Figure 1. Clock wiring as the flow saved it.
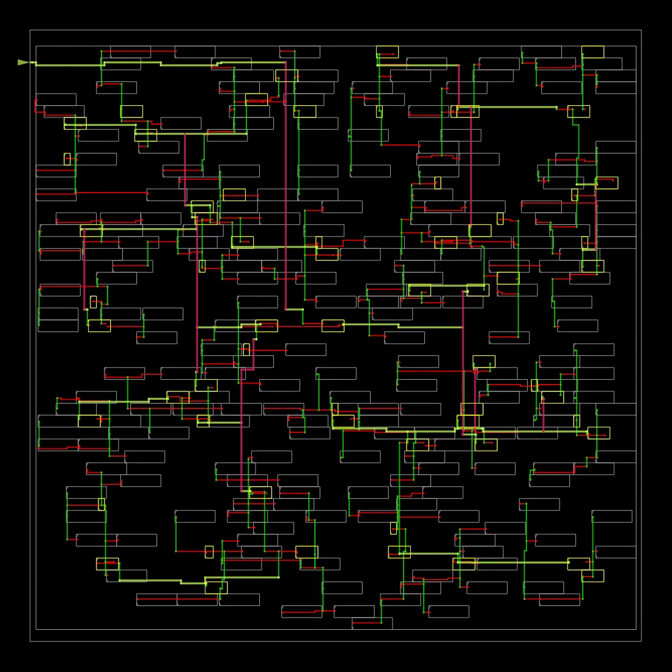
Figure 2. Gate-type map.
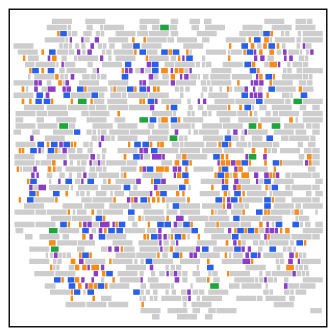
Figure 3. Placed cells, one colour a class.
Bar = 50 µm. Fill, decap, tap and diode cells in grey.
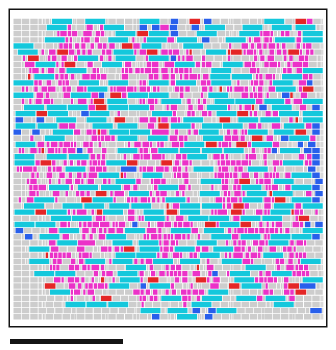
Figure 4. M2 wires.
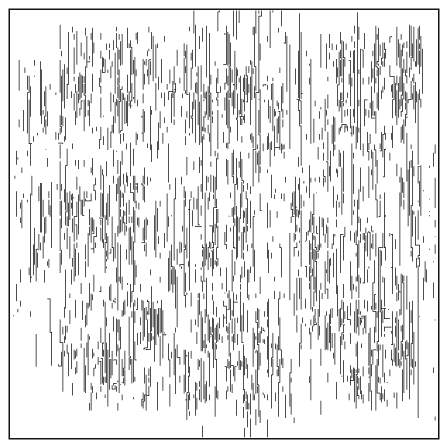
Figure 5. Cell sizes after repair.
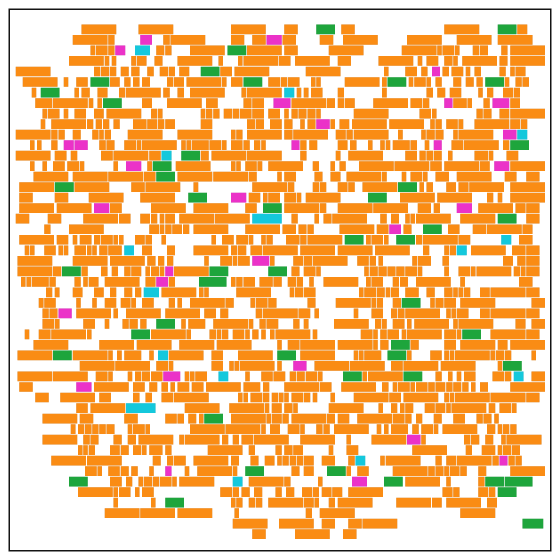
==> config.mk <==
export PLATFORM = sky130hd
export DESIGN_NAME = sensor_debounce
export DESIGN_NICKNAME = d
export VERILOG_FILES = /design/src/rtl/sensor_debounce_pkg.sv /design/src/rtl/sensor_debounce_channel.sv /design/src/rtl/sensor_debounce.sv
export SDC_FILE = /design/constraint.sdc
export NUM_CORES = 1
export LEC_CHECK = 0
export CORE_UTILIZATION = 56
export CTS_BUF_LIST = sky130_fd_sc_hd__clkbuf_8
export CTS_CLUSTER_SIZE = 8
export DETAILED_ROUTE_END_ITERATION = 6
export PLACE_DENSITY_LB_ADDON = 0.2
export REMOVE_ABC_BUFFERS = 1
export SYNTH_ARGS = -nofsm -noshare
export SYNTH_HDL_FRONTEND = slang
export SYNTH_SLANG_ARGS = --single-unit
==> constraint.sdc <==
create_clock -name clk -period 3.3 [get_ports clk]
set_input_delay 0.99 -clock clk [delete_from_list [all_inputs] [get_ports clk]]
set_output_delay 0.99 -clock clk [all_outputs]
set_load 0.005 [all_outputs]
==> src/rtl/sensor_debounce_pkg.sv <==
// Shared constants for the home-alarm sensor front end: channel counts,
// default debounce length and the event_latched bit layout.
package home_alarm_pkg;
  localparam int unsigned N_OPENING           = 5;
  localparam int unsigned N_ALARM             = 4;
  localparam int unsigned N_CH                = N_OPENING + N_ALARM;
  localparam int unsigned DEBOUNCE_CYCLES_DEF = 1000000;

  // event_latched / channel index layout: openings low, alarms high
  localparam int unsigned EV_OPEN_LO  = 0;
  localparam int unsigned EV_OPEN_HI  = N_OPENING - 1;
  localparam int unsigned EV_ALARM_LO = N_OPENING;
  localparam int unsigned EV_ALARM_HI = N_CH - 1;
endpackage

==> src/rtl/sensor_debounce_channel.sv <==
// Single-bit debouncer: 2-flop synchronizer, saturating mismatch counter,
// debounced level and a registered rise pulse.
module debounce_channel #(
  parameter int unsigned DEBOUNCE_CYCLES = 4
) (
  input  logic clk,
  input  logic rst_n,
  input  logic raw_i,
  output logic level_o,
  output logic rise_o
);
  localparam int unsigned CW = $clog2(DEBOUNCE_CYCLES);
  localparam logic [CW-1:0] CNT_MAX = CW'(DEBOUNCE_CYCLES - 1);

  logic          sync1_q, sync2_q;
  logic          stable_q, stable_d;
  logic          rise_q, rise_d;
  logic [CW-1:0] cnt_q, cnt_d;

  // Counter only runs while sync2 disagrees; the flip happens on the edge
  // that would otherwise take it past CNT_MAX, so it never wraps.
  always_comb begin
    stable_d = stable_q;
    cnt_d    = '0;
    rise_d   = 1'b0;
    if (sync2_q != stable_q) begin
      if (cnt_q == CNT_MAX) begin
        stable_d = sync2_q;
        rise_d   = sync2_q;
      end else begin
        cnt_d = cnt_q + CW'(1);
      end
    end
  end

  always_ff @(posedge clk or negedge rst_n) begin
    if (!rst_n) begin
      sync1_q  <= 1'b0;
      sync2_q  <= 1'b0;
      stable_q <= 1'b0;
      cnt_q    <= '0;
      rise_q   <= 1'b0;
    end else begin
      sync1_q  <= raw_i;
      sync2_q  <= sync1_q;
      stable_q <= stable_d;
      cnt_q    <= cnt_d;
      rise_q   <= rise_d;
    end
  end

  assign level_o = stable_q;
  assign rise_o  = rise_q;
endmodule

==> src/rtl/sensor_debounce.sv <==
// Debounces door/window contacts and alarm sensors, emits rise pulses and
// keeps a sticky per-channel event record with a synchronous clear.
module sensor_debounce
  import home_alarm_pkg::*;
#(
  parameter int unsigned DEBOUNCE_CYCLES = DEBOUNCE_CYCLES_DEF
) (
  input  logic                 clk,
  input  logic                 reset,
  input  logic [N_OPENING-1:0] opening_raw,
  input  logic [N_ALARM-1:0]   alarm_raw,
  input  logic                 clear_latch,
  output logic [N_OPENING-1:0] opening,
  output logic [N_ALARM-1:0]   alarm,
  output logic [N_OPENING-1:0] opening_rise,
  output logic [N_ALARM-1:0]   alarm_rise,
  output logic [N_CH-1:0]      event_latched,
  output logic                 event_any
);
  logic [N_CH-1:0] raw_all, level_all, rise_all;
  logic [N_CH-1:0] latch_q, latch_d;

  assign raw_all = {alarm_raw, opening_raw};

  for (genvar g = 0; g < N_CH; g++) begin : g_ch
    debounce_channel #(.DEBOUNCE_CYCLES(DEBOUNCE_CYCLES)) u_ch (
      .clk     (clk),
      .rst_n   (reset),
      .raw_i   (raw_all[g]),
      .level_o (level_all[g]),
      .rise_o  (rise_all[g])
    );
  end

  // A rise coinciding with clear keeps its own bit; every other bit clears.
  always_comb begin
    latch_d = latch_q | rise_all;
    if (clear_latch) latch_d = rise_all;
  end

  always_ff @(posedge clk or negedge reset) begin
    if (!reset) latch_q <= '0;
    else        latch_q <= latch_d;
  end

  assign opening       = level_all[EV_OPEN_HI:EV_OPEN_LO];
  assign alarm         = level_all[EV_ALARM_HI:EV_ALARM_LO];
  assign opening_rise  = rise_all[EV_OPEN_HI:EV_OPEN_LO];
  assign alarm_rise    = rise_all[EV_ALARM_HI:EV_ALARM_LO];
  assign event_latched = latch_q;
  assign event_any     = |latch_q;
endmodule

==> CHANGELOG.md <==
### Metrics

- Largest net degree at the start of global routing: 64
- Leading area contributor after synthesis: dfrtp_1
- Top-area cell type share of the netlist area: ~53%
- CP Class: reg -> out
- Avg Vias per Cell: around 5.7
- Die width: 140 µm
- Routed Antenna Nets: 0
- Min Tclk post-route: 2.71 ns
- I/O pins: 40
- Met3 Use GR: 4.23%
- Crit-path slowest cell: clkdlybuf4s50_1
- CTS tree: done
- FMAX: 369 MHz
- Post-CTS Hold Buffers: 0
- Met2 routed WL: between 9 and 10 mm
- GR Util met1: between 20 and 30%
- # resized after CTS: 0
- Initial antenna violation count: 0
- Diode count: 0
- M1 WL: slightly above 9 mm
- Crit path from: event_latched[7]$_DFF_PN0_
- RSZ-0062 raised after global routing: false
- Main power group: sequential cells
- Power density over cell area: around 440 nW/µm²
- Maximum vdd drop: ~0.33 mV
- Final nets: roughly 1100
- # setup viols final: 0
- H-tree lvl count: 2
- Status: complete, no violations
- Async SR Flop Fraction: 100%
- Cell area after layout: 11800 µm²
- Number of DRC markers in iteration 0: 392
- I/O Buffers: 39
- CTS Sinks: roughly 230
- R2R setup slack: roughly 0.86 ns
- Floorplan utilization: a little under 60%
- CTS Buf Count: 37
- Synth Area in Compound Gates: approximately 7%
- Switching share of power: between 20% and 30%
- Top layer used by detailed routing: met4
- DIE HEIGHT: approximately 140 µm
- Reg2reg end: g_ch[7].u_ch.cnt_q[2]$_DFF_PN0_
- Crit path buffers/inverters: 1
- Area of the core: ~18000 µm²
- Root buf cell: clkbuf_8
- Top Layout Cells: dfrtp_1 (225), nor2_1 (139), nand3_1 (69), xnor2_1 (67), inv_1 (55)
- Synth Seq Share: between 50% and 60%
- Hold path endpoint: g_ch[7].u_ch.sync2_q$_DFF_PN0_
- Yosys warns: 0
- WP data arrival: around 1.7 ns
- Fill count: 1497
- Tool warnings: 25
- Launch point of the worst reg-to-reg path: g_ch[7].u_ch.cnt_q[8]$_DFF_PN0_
- CP endpoint: event_any
- GR Layer Usage met2: 34.4%
- Worst Skew: roughly 0.015 ns
- DP HPWL: about 13 mm
- Hold Startpoint: g_ch[7].u_ch.sync1_q$_DFF_PN0_
- Largest Register: g_ch.u_ch.cnt_q
- Main area contributors: dfrtp_1 (53%), xnor2_1 (5.5%), nor2_1 (4.9%), xor2_1 (4.1%), nand3_1 (3.3%)
- Worst Tran Pin Value: 0.836 ns
- Row count: 49
- Synthesis-to-layout area growth: 11.6%
About Figure 1:
Clock Power: 2.26 mW
flip-flops: 225
CLK BUF: 45

About Figure 2:
- orange: NOR gates (cells 203; most used nor2_1; where all over the die)
- blue: XOR/XNOR gates (cells 117; most used xnor2_1; where all over the die)
- green: multiplexers (cells 12; most used mux2_2)
- purple: NAND gates (cells 158; most used nand3_1; where all over the die)

About Figure 3:
- magenta: combinational and other logic (cells 779)
- red: clock drivers and dummy loads (cells 63)
- cyan: flops (cells 225)
- blue: other buffers and delay cells (cells 51)

About Figure 4:
- wire length on this layer: 9100 µm
- main direction: vertical
- share of all routed wire: 47%
- longest straight run: 49.6 µm
- nets with wire on the layer: 926

About Figure 5:
- orange: _0 and _1 cells (cells 1025; most used dfrtp_1)
- magenta: _2 cells (cells 30; most used mux2_2)
- green: _6 and larger (cells 48; most used clkbuf_8)
- cyan: _3 and _4 cells (cells 15; most used buf_4)

[cell usage after synthesis (all sizes together), types with 36 or more instances]
master / n
o21ai: 38
xor2: 50
nand2: 50
nand3: 73
or4: 38
nor2: 139
buf: 36
a21oi: 52
xnor2: 67
inv: 39
dfrtp: 225
[layout make-up]
type	count	area, µm²	area share (%)
sequential	225	5630	47.5
multi-input combinational	739	4580	38.6
clock buffer	45	619	5.23
timing repair buffer	51	510	4.31
tap	229	287	2.42
inverter	40	150	1.27
clock inverter	18	72.6	0.612
[through the flow]
step / hold WS [ns] / setup WS [ns] / util, %
after floorplan: 0.331 / 0.722 / -
after global placement: 0.333 / 0.972 / 61.1
after detailed placement: 0.335 / 0.883 / 61.1
after CTS: 0.348 / 0.550 / 64.9
after global routing: 0.350 / 0.477 / 64.9
final: 0.346 / 0.589 / 64.9
Power is estimated from default activity; no workload was simulated.
